$ cat config.mk
export PLATFORM = sky130hd
export DESIGN_NAME = pll_lock_sequencer
export DESIGN_NICKNAME = d
export VERILOG_FILES = /design/src/rtl/pll_lock_sequencer.sv
export SDC_FILE = /design/constraint.sdc
export NUM_CORES = 1
export LEC_CHECK = 0
export ABC_AREA = 0
export ABC_CLOCK_PERIOD_IN_PS = 8780
export CAP_MARGIN = 20
export CORE_ASPECT_RATIO = 0.75
export CORE_MARGIN = 3
export CORE_UTILIZATION = 45
export DETAILED_ROUTE_END_ITERATION = 8
export PLACE_DENSITY = 0.65
export SLEW_MARGIN = 20
export SYNTH_ARGS = -nofsm -noshare
export SYNTH_HDL_FRONTEND = slang
export SYNTH_SLANG_ARGS = --single-unit
$ cat constraint.sdc
create_clock -name osc -period 8.78 [get_ports osc]
set_input_delay 1.756 -clock osc [delete_from_list [all_inputs] [get_ports osc]]
set_output_delay 1.756 -clock osc [all_outputs]
set_load 0.03 [all_outputs]
$ cat src/rtl/pll_lock_sequencer.sv
// PLL start-up and lock supervisor: pulses PLL enable, settles, measures the
// divided feedback against osc, and switches the clock mux only after a passing window.
module pll_lock_sequencer #(
    parameter int RST_CYC    = 16,
    parameter int SETTLE_CYC = 4096,
    parameter int WIN_MULT   = 16,
    parameter int TOL        = 2,
    parameter int MAX_RETRY  = 3
) (
    input  logic        osc,
    input  logic        resetb,
    input  logic        start,
    input  logic [4:0]  cfg_div,
    input  logic        fb_sync,
    output logic        pll_enable,
    output logic [4:0]  pll_div,
    output logic        clk_sel,
    output logic        locked,
    output logic        fail,
    output logic        lost_lock,
    output logic [3:0]  attempts,
    output logic [11:0] meas_count,
    output logic [2:0]  state
);

    // state   | meaning
    // IDLE    | waiting for start, PLL disabled
    // RESET   | pll_enable held low for RST_CYC cycles
    // SETTLE  | pll_enable high, waiting SETTLE_CYC cycles
    // MEASURE | counting fb_sync rising edges over 64*WIN_MULT cycles
    // CHECK   | compare count against pll_div*WIN_MULT
    // LOCKED  | PLL in use, launches next monitoring window
    // FAIL    | retries exhausted or invalid divider, waits for start=0
    typedef enum logic [2:0] {
        ST_IDLE    = 3'd0,
        ST_RESET   = 3'd1,
        ST_SETTLE  = 3'd2,
        ST_MEASURE = 3'd3,
        ST_CHECK   = 3'd4,
        ST_LOCKED  = 3'd5,
        ST_FAIL    = 3'd6
    } state_t;

    localparam logic [15:0] RST_LOAD    = 16'(RST_CYC - 1);
    localparam logic [15:0] SETTLE_LOAD = 16'(SETTLE_CYC - 1);
    localparam logic [15:0] WIN_LOAD    = 16'(64 * WIN_MULT - 1);
    localparam logic [3:0]  RETRY_LIM   = 4'(MAX_RETRY);

    state_t       state_q, state_d;
    logic [15:0]  timer_q, timer_d;
    logic [11:0]  edge_cnt_q, edge_cnt_d;
    logic         fb_q;
    logic         mon_q, mon_d;
    logic         pll_enable_q, pll_enable_d;
    logic [4:0]   pll_div_q, pll_div_d;
    logic         clk_sel_q, clk_sel_d;
    logic         locked_q, locked_d;
    logic         fail_q, fail_d;
    logic         lost_lock_q, lost_lock_d;
    logic [3:0]   attempts_q, attempts_d;
    logic [11:0]  meas_count_q, meas_count_d;

    logic               fb_rise;
    logic [12:0]        exp_cnt;
    logic signed [12:0] diff;
    logic signed [12:0] abs_diff;
    logic               pass;

    assign fb_rise  = fb_sync & ~fb_q;
    assign exp_cnt  = 13'(pll_div_q) * 13'(WIN_MULT);
    assign diff     = $signed({1'b0, edge_cnt_q}) - $signed(exp_cnt);
    assign abs_diff = (diff < 0) ? -diff : diff;
    assign pass     = (abs_diff <= $signed(13'(TOL)));

    always_ff @(posedge osc or negedge resetb) begin
        if (!resetb) begin
            state_q      <= ST_IDLE;
            timer_q      <= '0;
            edge_cnt_q   <= '0;
            fb_q         <= 1'b0;
            mon_q        <= 1'b0;
            pll_enable_q <= 1'b0;
            pll_div_q    <= 5'd5;
            clk_sel_q    <= 1'b0;
            locked_q     <= 1'b0;
            fail_q       <= 1'b0;
            lost_lock_q  <= 1'b0;
            attempts_q   <= '0;
            meas_count_q <= '0;
        end else begin
            state_q      <= state_d;
            timer_q      <= timer_d;
            edge_cnt_q   <= edge_cnt_d;
            fb_q         <= fb_sync;
            mon_q        <= mon_d;
            pll_enable_q <= pll_enable_d;
            pll_div_q    <= pll_div_d;
            clk_sel_q    <= clk_sel_d;
            locked_q     <= locked_d;
            fail_q       <= fail_d;
            lost_lock_q  <= lost_lock_d;
            attempts_q   <= attempts_d;
            meas_count_q <= meas_count_d;
        end
    end

    always_comb begin
        state_d      = state_q;
        timer_d      = timer_q;
        edge_cnt_d   = edge_cnt_q;
        mon_d        = mon_q;
        pll_enable_d = pll_enable_q;
        pll_div_d    = pll_div_q;
        clk_sel_d    = clk_sel_q;
        locked_d     = locked_q;
        fail_d       = fail_q;
        lost_lock_d  = lost_lock_q;
        attempts_d   = attempts_q;
        meas_count_d = meas_count_q;

        unique case (state_q)
            ST_IDLE: begin
                pll_enable_d = 1'b0;
                clk_sel_d    = 1'b0;
                locked_d     = 1'b0;
                fail_d       = 1'b0;
                mon_d        = 1'b0;
                if (start) begin
                    if (cfg_div != 5'd0) begin
                        state_d     = ST_RESET;
                        pll_div_d   = cfg_div;
                        attempts_d  = '0;
                        lost_lock_d = 1'b0;
                        timer_d     = RST_LOAD;
                    end else begin
                        state_d = ST_FAIL;
                        fail_d  = 1'b1;
                    end
                end
            end
            ST_RESET: begin
                if (timer_q == '0) begin
                    state_d      = ST_SETTLE;
                    pll_enable_d = 1'b1;
                    timer_d      = SETTLE_LOAD;
                end else begin
                    timer_d = timer_q - 16'd1;
                end
            end
            ST_SETTLE: begin
                if (timer_q == '0) begin
                    state_d    = ST_MEASURE;
                    timer_d    = WIN_LOAD;
                    edge_cnt_d = '0;
                end else begin
                    timer_d = timer_q - 16'd1;
                end
            end
            ST_MEASURE: begin
                if (fb_rise && (edge_cnt_q != 12'hFFF)) begin
                    edge_cnt_d = edge_cnt_q + 12'd1;
                end
                if (timer_q == '0) begin
                    state_d = ST_CHECK;
                end else begin
                    timer_d = timer_q - 16'd1;
                end
            end
            ST_CHECK: begin
                meas_count_d = edge_cnt_q;
                if (pass) begin
                    state_d   = ST_LOCKED;
                    clk_sel_d = 1'b1;
                    locked_d  = 1'b1;
                    mon_d     = 1'b1;
                end else if (mon_q) begin
                    // lock lost while in use: drop back to bypass and restart bring-up
                    state_d      = ST_RESET;
                    lost_lock_d  = 1'b1;
                    attempts_d   = '0;
                    clk_sel_d    = 1'b0;
                    locked_d     = 1'b0;
                    mon_d        = 1'b0;
                    pll_enable_d = 1'b0;
                    timer_d      = RST_LOAD;
                end else if ((attempts_q + 4'd1) == RETRY_LIM) begin
                    state_d      = ST_FAIL;
                    attempts_d   = attempts_q + 4'd1;
                    fail_d       = 1'b1;
                    pll_enable_d = 1'b0;
                    clk_sel_d    = 1'b0;
                end else begin
                    state_d      = ST_RESET;
                    attempts_d   = attempts_q + 4'd1;
                    pll_enable_d = 1'b0;
                    timer_d      = RST_LOAD;
                end
            end
            ST_LOCKED: begin
                state_d    = ST_MEASURE;
                timer_d    = WIN_LOAD;
                edge_cnt_d = '0;
            end
            ST_FAIL: begin
                if (!start) begin
                    state_d = ST_IDLE;
                    fail_d  = 1'b0;
                end
            end
            default: begin
                state_d = ST_IDLE;
            end
        endcase

        if ((state_q != ST_IDLE) && !start) begin
            state_d      = ST_IDLE;
            pll_enable_d = 1'b0;
            clk_sel_d    = 1'b0;
            locked_d     = 1'b0;
            fail_d       = 1'b0;
            mon_d        = 1'b0;
        end
    end

    assign pll_enable = pll_enable_q;
    assign pll_div    = pll_div_q;
    assign clk_sel    = clk_sel_q;
    assign locked     = locked_q;
    assign fail       = fail_q;
    assign lost_lock  = lost_lock_q;
    assign attempts   = attempts_q;
    assign meas_count = meas_count_q;
    assign state      = state_q;

endmodule

==> results.sh, run 1 <==
# physical design summary
export IMPL_place_congestion=0.918
export IMPL_grt_pass1_vias=3325
export IMPL_cp_cell_sequence="clkdlybuf4s50_1 -> nor3_1 -> nand2_1 -> a211o_2 -> o21ai_1 -> nor2_1 -> nor2_1 -> o21ai_4 -> mux2_4"
export IMPL_skew_ns=0.00648
export IMPL_hpwl_um=7010
export IMPL_min_path_type="flop to flop"
export IMPL_p_sw_share_pct=32.3
export IMPL_path_class="primary input to flop"
export IMPL_viasPerCell=6.01
export IMPL_finalMaxSlewViolations=0
export IMPL_period_minus_slack_ns=4.04
export IMPL_adder_share_pct=4.05
export IMPL_peakVddDrop_v=0.000132
export IMPL_synth_nets=456
export IMPL_wl_per_cell_um=17.5
export IMPL_finalSetupTns_ns=0
export IMPL_dieArea_um2=9820
export IMPL_cts_tree="done"
export IMPL_grt_usage_pct=22.2
export IMPL_fin_hold_ws_ns=0.505
export IMPL_pwr_share_clk_pct=39.9
export IMPL_maxCapViolCount=0
export IMPL_regArea_um2=1480
export IMPL_routed_wl_um=10100
export IMPL_cts_hold_buf=0
export IMPL_vias=3476
export IMPL_p_sw_uw=351
export IMPL_finalHoldViolations=0
export IMPL_antenna_found_initial=0
export IMPL_fmax_mhz=248
export IMPL_io_buffers=37
export IMPL_layout_nets=489
export IMPL_required_ns=8.99
export IMPL_numCtsBuffers=9
export IMPL_cts_reportedPaths_clkPinSlew_ns=0.05
export IMPL_ys_chip_area_um2=3890
export IMPL_dominantRegCellSynth="dfrtp_1"
export IMPL_clockBufferDepth=2
export IMPL_power_internal_uw=736
export IMPL_ys_sh_aoi_pct=21.6
export IMPL_syn2layout_area_growth_pct=20.4
export IMPL_ys_sh_xor_pct=2.92
export IMPL_post_cts_resized=0
export IMPL_drive_gt1_share_pct=13.3
export IMPL_grt_ovfl_total=0
export IMPL_tool_warnings=29
export IMPL_first_pass_iters=5
export IMPL_min_from="meas_count[9]"
export IMPL_reg2reg_depth=11
export IMPL_sequentialPowerShare_pct=32.2
export IMPL_worstPathMaxFanout=9
export IMPL_cpMostUsedCell="nor2_1"
export IMPL_ys_sh_mux_pct=7.16
export IMPL_slew_headroom_pct=32.8
export IMPL_netlist_area_um2=3890
export IMPL_synth_warnings=0
export IMPL_yosys_cell_count_top_type="dfrtp_1"
export IMPL_post_synth_cell_area_avg_um2=8.95
export IMPL_clkSinkCount=59
export IMPL_r2r_end="attempts[1]"
export IMPL_endpoint="timer_q[9]"
export IMPL_ys_seq_share_pct=38.0
export IMPL_ys_top_cells_by_count="dfrtp_1, nor2_1, nand2_1"
export IMPL_root_buffer="clkbuf_16"
export IMPL_cpPeakStageDelay_ns=0.43
export IMPL_grt_pass1_wl_um=17300
export IMPL_synthCells=435
export IMPL_arrival_ns=4.25
export IMPL_antenna_cells=0
export IMPL_insertion_delay_ns=0.33
export IMPL_tightest_slew_ns=1.01
export IMPL_cp_end_kind="flop"
export IMPL_floorplan_core_util_pct=47.7
export IMPL_ant_nets=0
export IMPL_drtIter0Drc=400
export IMPL_yosys_cells=435
export IMPL_num_io_pins=38
export IMPL_top_cells_by_area="dfrtp_1, mux2_2, nor2_1"
export IMPL_grt_max_degree=60
export IMPL_rows=28
export IMPL_r2r_slack_ns=4.93
export IMPL_p_per_area_nw_per_um2=232
export IMPL_die_h_um=86.6
export IMPL_die_x_um=113
export IMPL_post_cts_setup_buffer_count=0
export IMPL_setup_violations_final=0
export IMPL_h_tree_depth=3
export IMPL_synth_seq_cells=59
export IMPL_simple_gate_share_pct=21.9
export IMPL_drcViolationCount=0
export IMPL_edf_count=0
export IMPL_synth_top_cell_area_share_pct=36.6
export IMPL_startpoint_type="primary input"
export IMPL_min_period_over_period_pct=46.0
export IMPL_grt_setup_unrepaired="no"
export IMPL_yosysTopAreaCell="dfrtp_1"
export IMPL_async_flop_share_pct=100
export IMPL_critPathLaunch="cfg_div[1]"
export IMPL_ys_types=73
export IMPL_pwr_share_comb_pct=27.9
export IMPL_power_leakage_uw=0.00200
export IMPL_outcome="finished, final reports clean"
export IMPL_comb_area_um2=2250
export IMPL_r2r_start="edge_cnt_q[4]"
export IMPL_top_logic_kind="simple AND/OR/NAND/NOR gates"
export IMPL_crit_slowest_cell="clkdlybuf4s50_1"
-- run 1: critical path: cells and delay by family --
family                 cells  cell delay, ns
AOI/OAI and AO/OA          3            0.79
buffers and inverters      1            0.43
muxes                      1            0.32
and+or+nand+nor            4            0.94
-- run 1: layer usage --
metal	part of all wire (%)	global-route usage [%]	wire length [um]	vias to the layer above
li1	-	-	-	1672
met1	51	34.0	5160	1644
met2	40	30.1	4050	142
met3	7.3	5.72	737	18
met4	1.4	7.31	140	0
met5	0	0	0	-
-- run 1: worst min path at each step --
stage	end	slack [ns]	cells past startpoint
floorplan	timer_q[15]	0.45	1
CTS	meas_count[9]	0.51	1
detailed placement	meas_count[0]	0.50	1
global route	meas_count[9]	0.53	1
global placement	timer_q[15]	0.47	1
finish	meas_count[9]	0.50	1
-- run 1: layout make-up --
type / count / area share, %
clock buffer: 9 / 4.80
clock inverter: 7 / 2.99
inverter: 19 / 1.52
multi-input combinational: 338 / 47.9
sequential: 59 / 31.5
tap: 105 / 2.80
timing repair buffer: 41 / 8.43
-- run 1: power groups by stage --
stage,Clock [uW],Sequential [uW],Combinational [uW]
3_5_place_dp,0,353,298
4_1_cts,441,349,301
5_1_grt,455,356,336
3_3_place_gp,0,351,295
2_1_floorplan,0,362,201
6_report,434,350,303
-- run 1: registers in the layout, summed over array words and instances, names as in the netlist, 3 cells and up --
signal,count
attempts,4
edge_cnt_q,12
pll_div,5
meas_count,12
timer_q,16
state,3
-- run 1: cell families (layout without fill, tap and decap cells) --
family                     count (synthesis)  after routing
AOI/OAI and AO/OA                        124            124
xor gates and xnor gates                  13             13
adders and majority gates                 12             12
buffers and inverters                     38             76
DFF                                       59             59
muxes                                     24             24
and+or+nand+nor                          165            165
-- run 1: cells in the final DEF (no fill, tap or decap), types with 11 or more instances in the layout --
master           netlist  routed
o21ai_0               30      30
nand3_1               14      14
nor2_1                47      47
nor3_1                13      13
mux2_2                19      19
dfrtp_1               57      57
inv_1                 19      19
clkdlybuf4s50_1        0      36
a21oi_1               24      24
nand2_1               32      32
ha_1                  11      11
-- run 1: per-stage QoR --
stage                     total power, uW  cells  setup WS [ns]  utilization [%]  instance area, um^2
after floorplan                       563    435           5.20                -                 3890
after global placement                646    562           4.60             53.0                 4320
after detailed placement              651    562           4.44             53.0                 4320
after CTS                            1090    578           4.78             57.4                 4690
after global routing                 1150    578           4.58             57.4                 4690
final                                1090    578           4.74             57.4                 4690
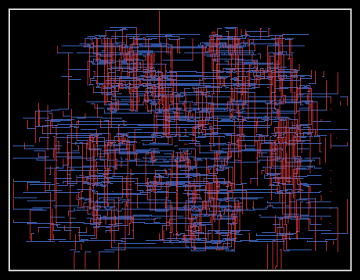
**Above:** run 1 (wiring by layer).
Drawn at 3 px/um. Two of the layers only.
[blue] M1 | wire length: 5160 um
[red] M2 | wire length: 4050 um

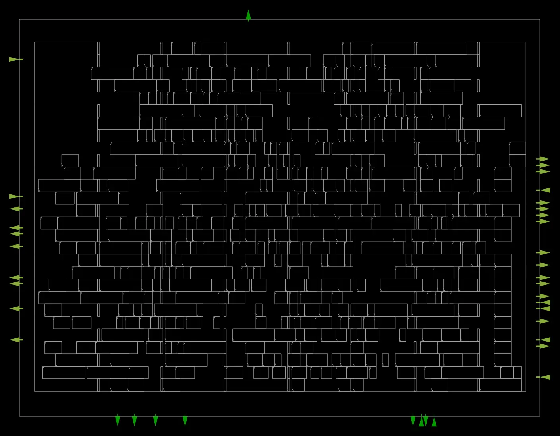
**Above:** run 1 (placement view).
CORE AREA: 8160 um^2
flop count: 59
Finished Core Util: 57.4%
Seq area share: 31.5%
Layout fillers: 744

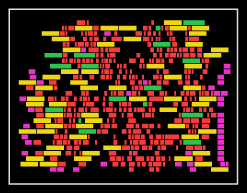
**Above:** run 1 (cells colored by class).
Drawn at 2 px/um.
[yellow] registers | cells: 59 | share of their area: 32%
[magenta] remaining buffers and delay cells | cells: 41 | share of their area: 8.7%
[green] clock drivers and dummy loads | cells: 16 | share of their area: 8.0%
[red] remaining logic cells | cells: 357 | share of their area: 51%

==> run 2: changes to the inputs <==
Settings changed: ABC_CLOCK_PERIOD_IN_PS 8780 to 4050.
Clock period 8.78 ns to 4.05 ns, I/O delays scaled along.
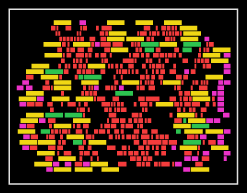
**Above:** run 2 (cells colored by class).
Drawn at 2 px/um.
[green] clock drivers and dummy loads | cells: 16 | share of their area: 6.6%
[red] remaining logic cells | cells: 357 | share of their area: 51%
[magenta] remaining buffers and delay cells | cells: 45 | share of their area: 9.4%
[yellow] registers | cells: 59 | share of their area: 33%

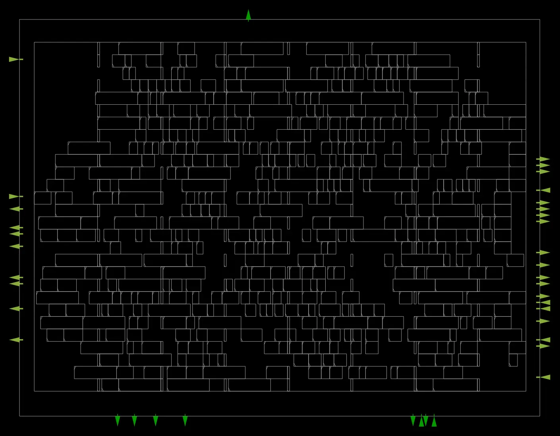
**Above:** run 2 (placement view).
Finished Core Util: 57.0%
final non-filler cell total: 582

==> run 2 against run 1 <==
Net effect: sequential power is 120% higher; die area did not move; largest power group is now registers; critical path depth grew 2; combinational power up 120%; critical endpoint is now timer_q[1]; count of clock-buffer cells in the layout increased by 4.
==> results.sh, run 2 <==
# physical design summary
export IMPL_gr_max_usage_layer="met1"
export IMPL_cp_end_kind="flop"
export IMPL_h_tree_depth=3
export IMPL_top_cells_by_area="dfrtp_1, mux2_2, nor2_1"
export IMPL_maxCapViolCount=0
export IMPL_post_cts_resized=0
export IMPL_timing_final_ws_setup_ns=0.290
export IMPL_ys_chip_area_um2=3890
export IMPL_grt_ovfl_total=0
export IMPL_cts_reportedPaths_clkPinSlew_ns=0.05
export IMPL_drtIter0Drc=217
export IMPL_peakVddDrop_v=0.000330
export IMPL_synth_seq_cells=59
export IMPL_finalSetupTns_ns=0
export IMPL_use_met3_pct=5.37
export IMPL_worstPathMaxFanout=9
export IMPL_setup_violations_final=0
export IMPL_ys_types=73
export IMPL_clockBufferDepth=2
export IMPL_post_synth_cell_area_avg_um2=8.95
export IMPL_numCtsBuffers=9
export IMPL_startpoint_type="flop"
export IMPL_wl_per_cell_um=17.3
export IMPL_p_sw_share_pct=34.7
export IMPL_pwr_share_clk_pct=34.5
export IMPL_drive_gt1_share_pct=14.0
export IMPL_required_ns=4.26
export IMPL_insertion_delay_ns=0.33
export IMPL_root_buffer="clkbuf_16"
export IMPL_finalHoldViolations=0
export IMPL_outcome="finished, final reports clean"
export IMPL_skew_ns=0.00473
export IMPL_finalMaxSlewViolations=0
export IMPL_post_cts_setup_buffer_count=0
export IMPL_slew_headroom_pct=29.5
export IMPL_top_register="timer_q"
export IMPL_antenna_found_initial=0
export IMPL_ant_nets=0
export IMPL_sequentialPowerShare_pct=35.1
export IMPL_nFillCells=741
export IMPL_period_minus_slack_ns=3.76
export IMPL_cpMostUsedCell="inv_1"
export IMPL_grt_max_degree=34
export IMPL_num_io_pins=38
export IMPL_ys_seq_share_pct=38.0
export IMPL_fin_hold_ws_ns=0.490
export IMPL_grt_util_met2_pct=30.2
export IMPL_clkSinkCount=59
export IMPL_yosys_cell_count_top_type="dfrtp_1"
export IMPL_tightest_slew_ns=1.05
export IMPL_lay_top_count="dfrtp_1"
export IMPL_place_congestion=0.864
export IMPL_die_x_um=113
export IMPL_grt_pass1_vias=3289
export IMPL_cts_tree="done"
export IMPL_r2r_start="edge_cnt_q[4]"
export IMPL_routed_wl_um=10000
export IMPL_netlist_area_um2=3890
export IMPL_min_path_type="primary input to async pin"
export IMPL_edf_count=0
export IMPL_first_pass_iters=5
export IMPL_grt_use_met1_pct=33.8
export IMPL_grt_setup_unrepaired="no"
export IMPL_floorplan_core_util_pct=47.7
export IMPL_syn2layout_area_growth_pct=19.5
export IMPL_arrival_ns=3.97
export IMPL_io_buffers=37
export IMPL_crit_slowest_cell="or4_2"
export IMPL_dominantRegCellSynth="dfrtp_1"
export IMPL_power_leakage_uw=0.00199
export IMPL_rows=28
export IMPL_pwr_share_comb_pct=30.4
export IMPL_yosysTopAreaCell="dfrtp_1"
export IMPL_path_class="flop to flop"
export IMPL_cts_hold_buf=0
export IMPL_power_internal_uw=1410
export IMPL_tool_warnings=29
export IMPL_drcViolationCount=0
export IMPL_vias=3482
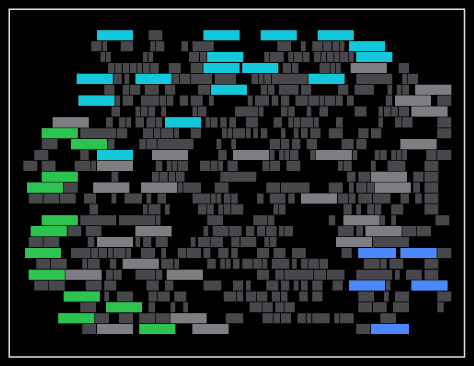
**Above:** run 2 (sequential cells grouped by signal name).
Drawn at 4 px/um. Other sequential cells in the stronger gray, the rest of the logic in the fainter gray.
[green] meas_count | placed flops: 12
[blue] pll_div | placed flops: 5 | where: bottom right
[cyan] timer_q | placed flops: 16
not colored: 26

==> run 2: netlist changes by cell type in the layout (fill, tap and decap cells not counted), sizes merged <==
| cell | previous run | this run |
|---|---|---|
| buf | 5 | 9 |
| clkbuf | 9 | 13 |
| bufinv | 4 | 0 |
==> run 2: final timing paths <==
check / slack (ns) / to / cells after the start
max in group asynchronous: 2.67 / pll_div[2] / 2
worst min-delay path: 0.49 / pll_div[1] / 1
min in group osc: 0.49 / timer_q[15] / 1
worst max register to register: 0.29 / timer_q[1] / 11
worst min register to register: 0.49 / timer_q[15] / 1
worst max-delay path: 0.29 / timer_q[1] / 11
==> run 2: area by class of cell <==
type / count / area (um^2) / area share [%]
sequential: 59 / 1480 / 31.8
timing repair buffer: 45 / 425 / 9.14
inverter: 19 / 71.3 / 1.53
clock buffer: 13 / 280 / 6.02
multi-input combinational: 338 / 2250 / 48.3
clock inverter: 3 / 20.0 / 0.430
tap: 105 / 131 / 2.82
==> run 2: kinds of logic after synthesis <==
family                     Yosys count  share of synthesized area (%)
adders and majority gates           12                           4.05
DFF                                 59                           38.0
muxes                               24                           7.16
AOI/OAI and AO/OA                  124                           21.6
buffers and inverters               38                           4.37
xor gates and xnor gates            13                           2.92
and+or+nand+nor                    165                           21.9
==> run 2: per-stage QoR <==
| stage | area, um^2 | instances |
|---|---|---|
| 3_3_place_gp | 4350 | 566 |
| 2_1_floorplan | 3890 | 435 |
| 6_report | 4650 | 582 |
| 3_5_place_dp | 4350 | 566 |
| 5_1_grt | 4650 | 582 |
| 4_1_cts | 4650 | 582 |
==> run 2: power by group through the flow <==
stage | Clock, uW | Sequential [uW] | Combinational [uW]
after floorplan | 0 | 784 | 436
after detailed placement | 0 | 767 | 649
after CTS | 761 | 759 | 653
after global placement | 0 | 762 | 645
after global routing | 789 | 775 | 726
final | 748 | 760 | 659
==> run 2: critical path, delay by kind of cell, from the launching register on <==
| kind | cells | cell delay, ns |
|---|---|---|
| buffers and inverters | 2 | 0.20 |
| AND/OR/NAND/NOR | 2 | 1.00 |
| multiplexers | 1 | 0.32 |
| adder cells (fa/ha/maj) | 2 | 0.72 |
| flip-flops | 1 | 0.41 |
| AND-OR/OR-AND | 4 | 1.00 |
==> run 2: layer usage <==
layer	up-vias	share of wire, %
met4	0	0.93
met1	1671	52
met2	126	40
li1	1677	-
met3	8	6.6
met5	-	0
==> run 3: changes to the inputs <==
Settings changed: CAP_MARGIN 20 to unset.
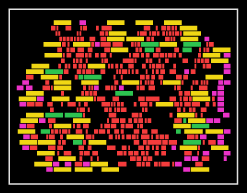
**Above:** run 3 (cells colored by class).
Drawn at 2 px/um.
[red] remaining logic cells | cells: 357 | share of their area: 51%
[yellow] registers | cells: 59 | share of their area: 33%
[magenta] remaining buffers and delay cells | cells: 45 | share of their area: 9.4%
[green] clock drivers and dummy loads | cells: 16 | share of their area: 6.6%

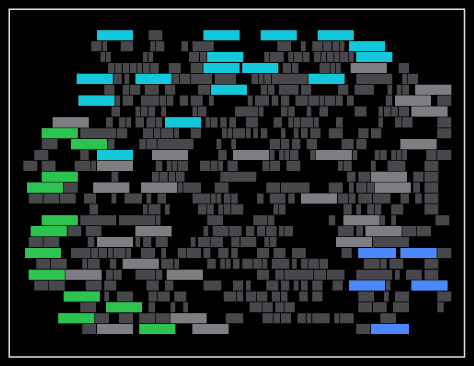
**Above:** run 3 (sequential cells grouped by signal name).
Drawn at 4 px/um. Other sequential cells in the stronger gray, the rest of the logic in the fainter gray.
[cyan] timer_q | placed flops: 16
[blue] pll_div | placed flops: 5 | where: bottom right
[green] meas_count | placed flops: 12

==> run 3 against run 2 <==
Net effect: non-clock buffer count stayed put; sequential share of layout area stayed put; final cell count stayed put; critical endpoint unchanged.
==> results.sh, run 3 <==
# physical design summary
export IMPL_outcome="finished, final reports clean"
export IMPL_viasPerCell=5.98
export IMPL_crit_slowest_cell="or4_2"
export IMPL_min_path_type="primary input to async pin"
export IMPL_netlist_area_um2=3890
export IMPL_path_class="flop to flop"
export IMPL_grt_pass1_vias=3289
export IMPL_skew_ns=0.00473
export IMPL_grt_ovfl_total=0
export IMPL_grt_max_degree=34
export IMPL_final_area_um2=4650
export IMPL_tightest_slew_ns=1.05
export IMPL_root_buffer="clkbuf_16"
export IMPL_grt_pass1_wl_um=17100
export IMPL_lay_top_count="dfrtp_1"
export IMPL_syn2layout_area_growth_pct=19.5
export IMPL_cts_reportedPaths_clkPinSlew_ns=0.05
export IMPL_maxCapViolCount=0
export IMPL_ant_nets=0
export IMPL_top_logic_kind="simple AND/OR/NAND/NOR gates"
export IMPL_required_ns=4.26
export IMPL_slew_headroom_pct=29.5
export IMPL_yosys_cell_count_top_type="dfrtp_1"
export IMPL_adder_share_pct=4.05
export IMPL_drcViolationCount=0
export IMPL_ys_types=73
export IMPL_lay_top_cells="dfrtp_1, nor2_1, clkdlybuf4s50_1, nand2_1, o21ai_0"
export IMPL_grt_setup_unrepaired="no"
export IMPL_ys_chip_area_um2=3890
export IMPL_clkSinkCount=59
export IMPL_p_per_area_nw_per_um2=466
export IMPL_top_register="timer_q"
export IMPL_place_congestion=0.864
export IMPL_edf_count=0
export IMPL_finalMaxSlewViolations=0
export IMPL_cpMostUsedCell="inv_1"
export IMPL_ys_sh_aoi_pct=21.6
export IMPL_setup_violations_final=0
export IMPL_worstPathMaxFanout=9
export IMPL_startpoint_type="flop"
export IMPL_vias=3482
export IMPL_tool_warnings=29
export IMPL_post_synth_cell_area_avg_um2=8.95
export IMPL_io_buffers=37
export IMPL_num_io_pins=38
export IMPL_reg2reg_depth=11
export IMPL_ys_seq_share_pct=38.0
export IMPL_ys_sh_mux_pct=7.16
export IMPL_finalSetupTns_ns=0
export IMPL_finalHoldViolations=0
export IMPL_numCtsBuffers=9
export IMPL_coreArea_um2=8160
export IMPL_rows=28
export IMPL_r2r_start="edge_cnt_q[4]"
export IMPL_synth_seq_cells=59
export IMPL_power_leakage_uw=0.00199
export IMPL_layout_nets=493
export IMPL_simple_gate_share_pct=21.9
export IMPL_first_pass_iters=5
export IMPL_dpl_instance_area_um2=4350
export IMPL_cts_hold_buf=0
export IMPL_dominantRegCellSynth="dfrtp_1"
export IMPL_yosysTopAreaCell="dfrtp_1"
export IMPL_antenna_found_initial=0
export IMPL_floorplan_core_util_pct=47.7
export IMPL_cts_tree="done"
export IMPL_die_x_um=113
export IMPL_insertion_delay_ns=0.33
export IMPL_min_period_over_period_pct=92.8
export IMPL_routed_wl_um=10000
export IMPL_peakVddDrop_v=0.000330
export IMPL_clockBufferDepth=2
export IMPL_drive_gt1_share_pct=14.0
export IMPL_wl_per_cell_um=17.3
export IMPL_post_cts_resized=0
export IMPL_h_tree_depth=3
export IMPL_cp_end_kind="flop"
export IMPL_drtIter0Drc=217
export IMPL_top_cells_by_area="dfrtp_1, mux2_2, nor2_1"
export IMPL_period_minus_slack_ns=3.76
export IMPL_arrival_ns=3.97
export IMPL_post_cts_setup_buffer_count=0
export IMPL_ys_sh_xor_pct=2.92
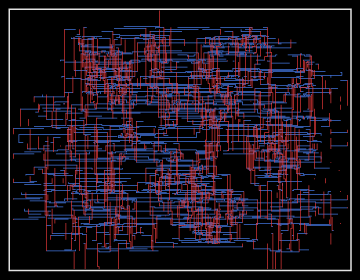
**Above:** run 3 (wiring by layer).
Drawn at 3 px/um. Two of the layers only.
[blue] M1 | wire length: 5250 um
[red] M2 | wire length: 4040 um

==> run 3: cell counts after synthesis <==
No cell type changed its count.
==> run 3: routing by layer <==
metal,vias up,global-route usage [%],share of wire [%]
met5,-,0,0
met4,0,6.11,0.93
met3,8,5.37,6.6
met2,126,30.2,40
met1,1671,33.8,52
li1,1677,-,-
==> run 3: report_power, final <==
group          internal (uW)  switching, uW
sequential               663           96.2
combinational            272            387
clock                    479            269
==> run 3: logic make-up (layout without fill, tap and decap cells) <==
group	Yosys count	in the layout
flip-flops	59	59
multiplexers	24	24
adder cells (fa/ha/maj)	12	12
AND/OR/NAND/NOR	165	165
AND-OR/OR-AND	124	124
XOR/XNOR	13	13
buffers and inverters	38	80
==> run 3: per-stage QoR <==
| stage | power [uW] | instances | util, % | setup WS, ns | hold slack [ns] |
|---|---|---|---|---|---|
| floorplan | 1220 | 435 | - | 0.470 | 0.451 |
| global placement | 1410 | 566 | 53.3 | 0.398 | 0.491 |
| detailed placement | 1420 | 566 | 53.3 | 0.327 | 0.480 |
| finish | 2170 | 582 | 57.0 | 0.290 | 0.490 |
| CTS | 2170 | 582 | 57.0 | 0.310 | 0.493 |
| global route | 2290 | 582 | 57.0 | 0.127 | 0.516 |
==> run 3: final timing paths <==
path,to,slack [ns]
min reg2reg,timer_q[15],0.49
max in group asynchronous,pll_div[2],2.67
min in group osc,timer_q[15],0.49
min,pll_div[1],0.49
max reg2reg,timer_q[1],0.29
max,timer_q[1],0.29
==> run 3: layout make-up <==
class / instances / area (um^2)
fill: 741 / 3510
multi-input combinational: 338 / 2250
sequential: 59 / 1480
timing repair buffer: 45 / 425
clock buffer: 13 / 280
tap: 105 / 131
inverter: 19 / 71.3
clock inverter: 3 / 20.0
==> run 3: worst max-delay path, delay by kind of cell (launching register included) <==
kind / cells / cell delay (ns)
AND-OR/OR-AND: 4 / 1.00
buffers and inverters: 2 / 0.20
multiplexers: 1 / 0.32
adder cells (fa/ha/maj): 2 / 0.72
AND/OR/NAND/NOR: 2 / 1.00
flip-flops: 1 / 0.41
Power is estimated from default activity; no workload was simulated.
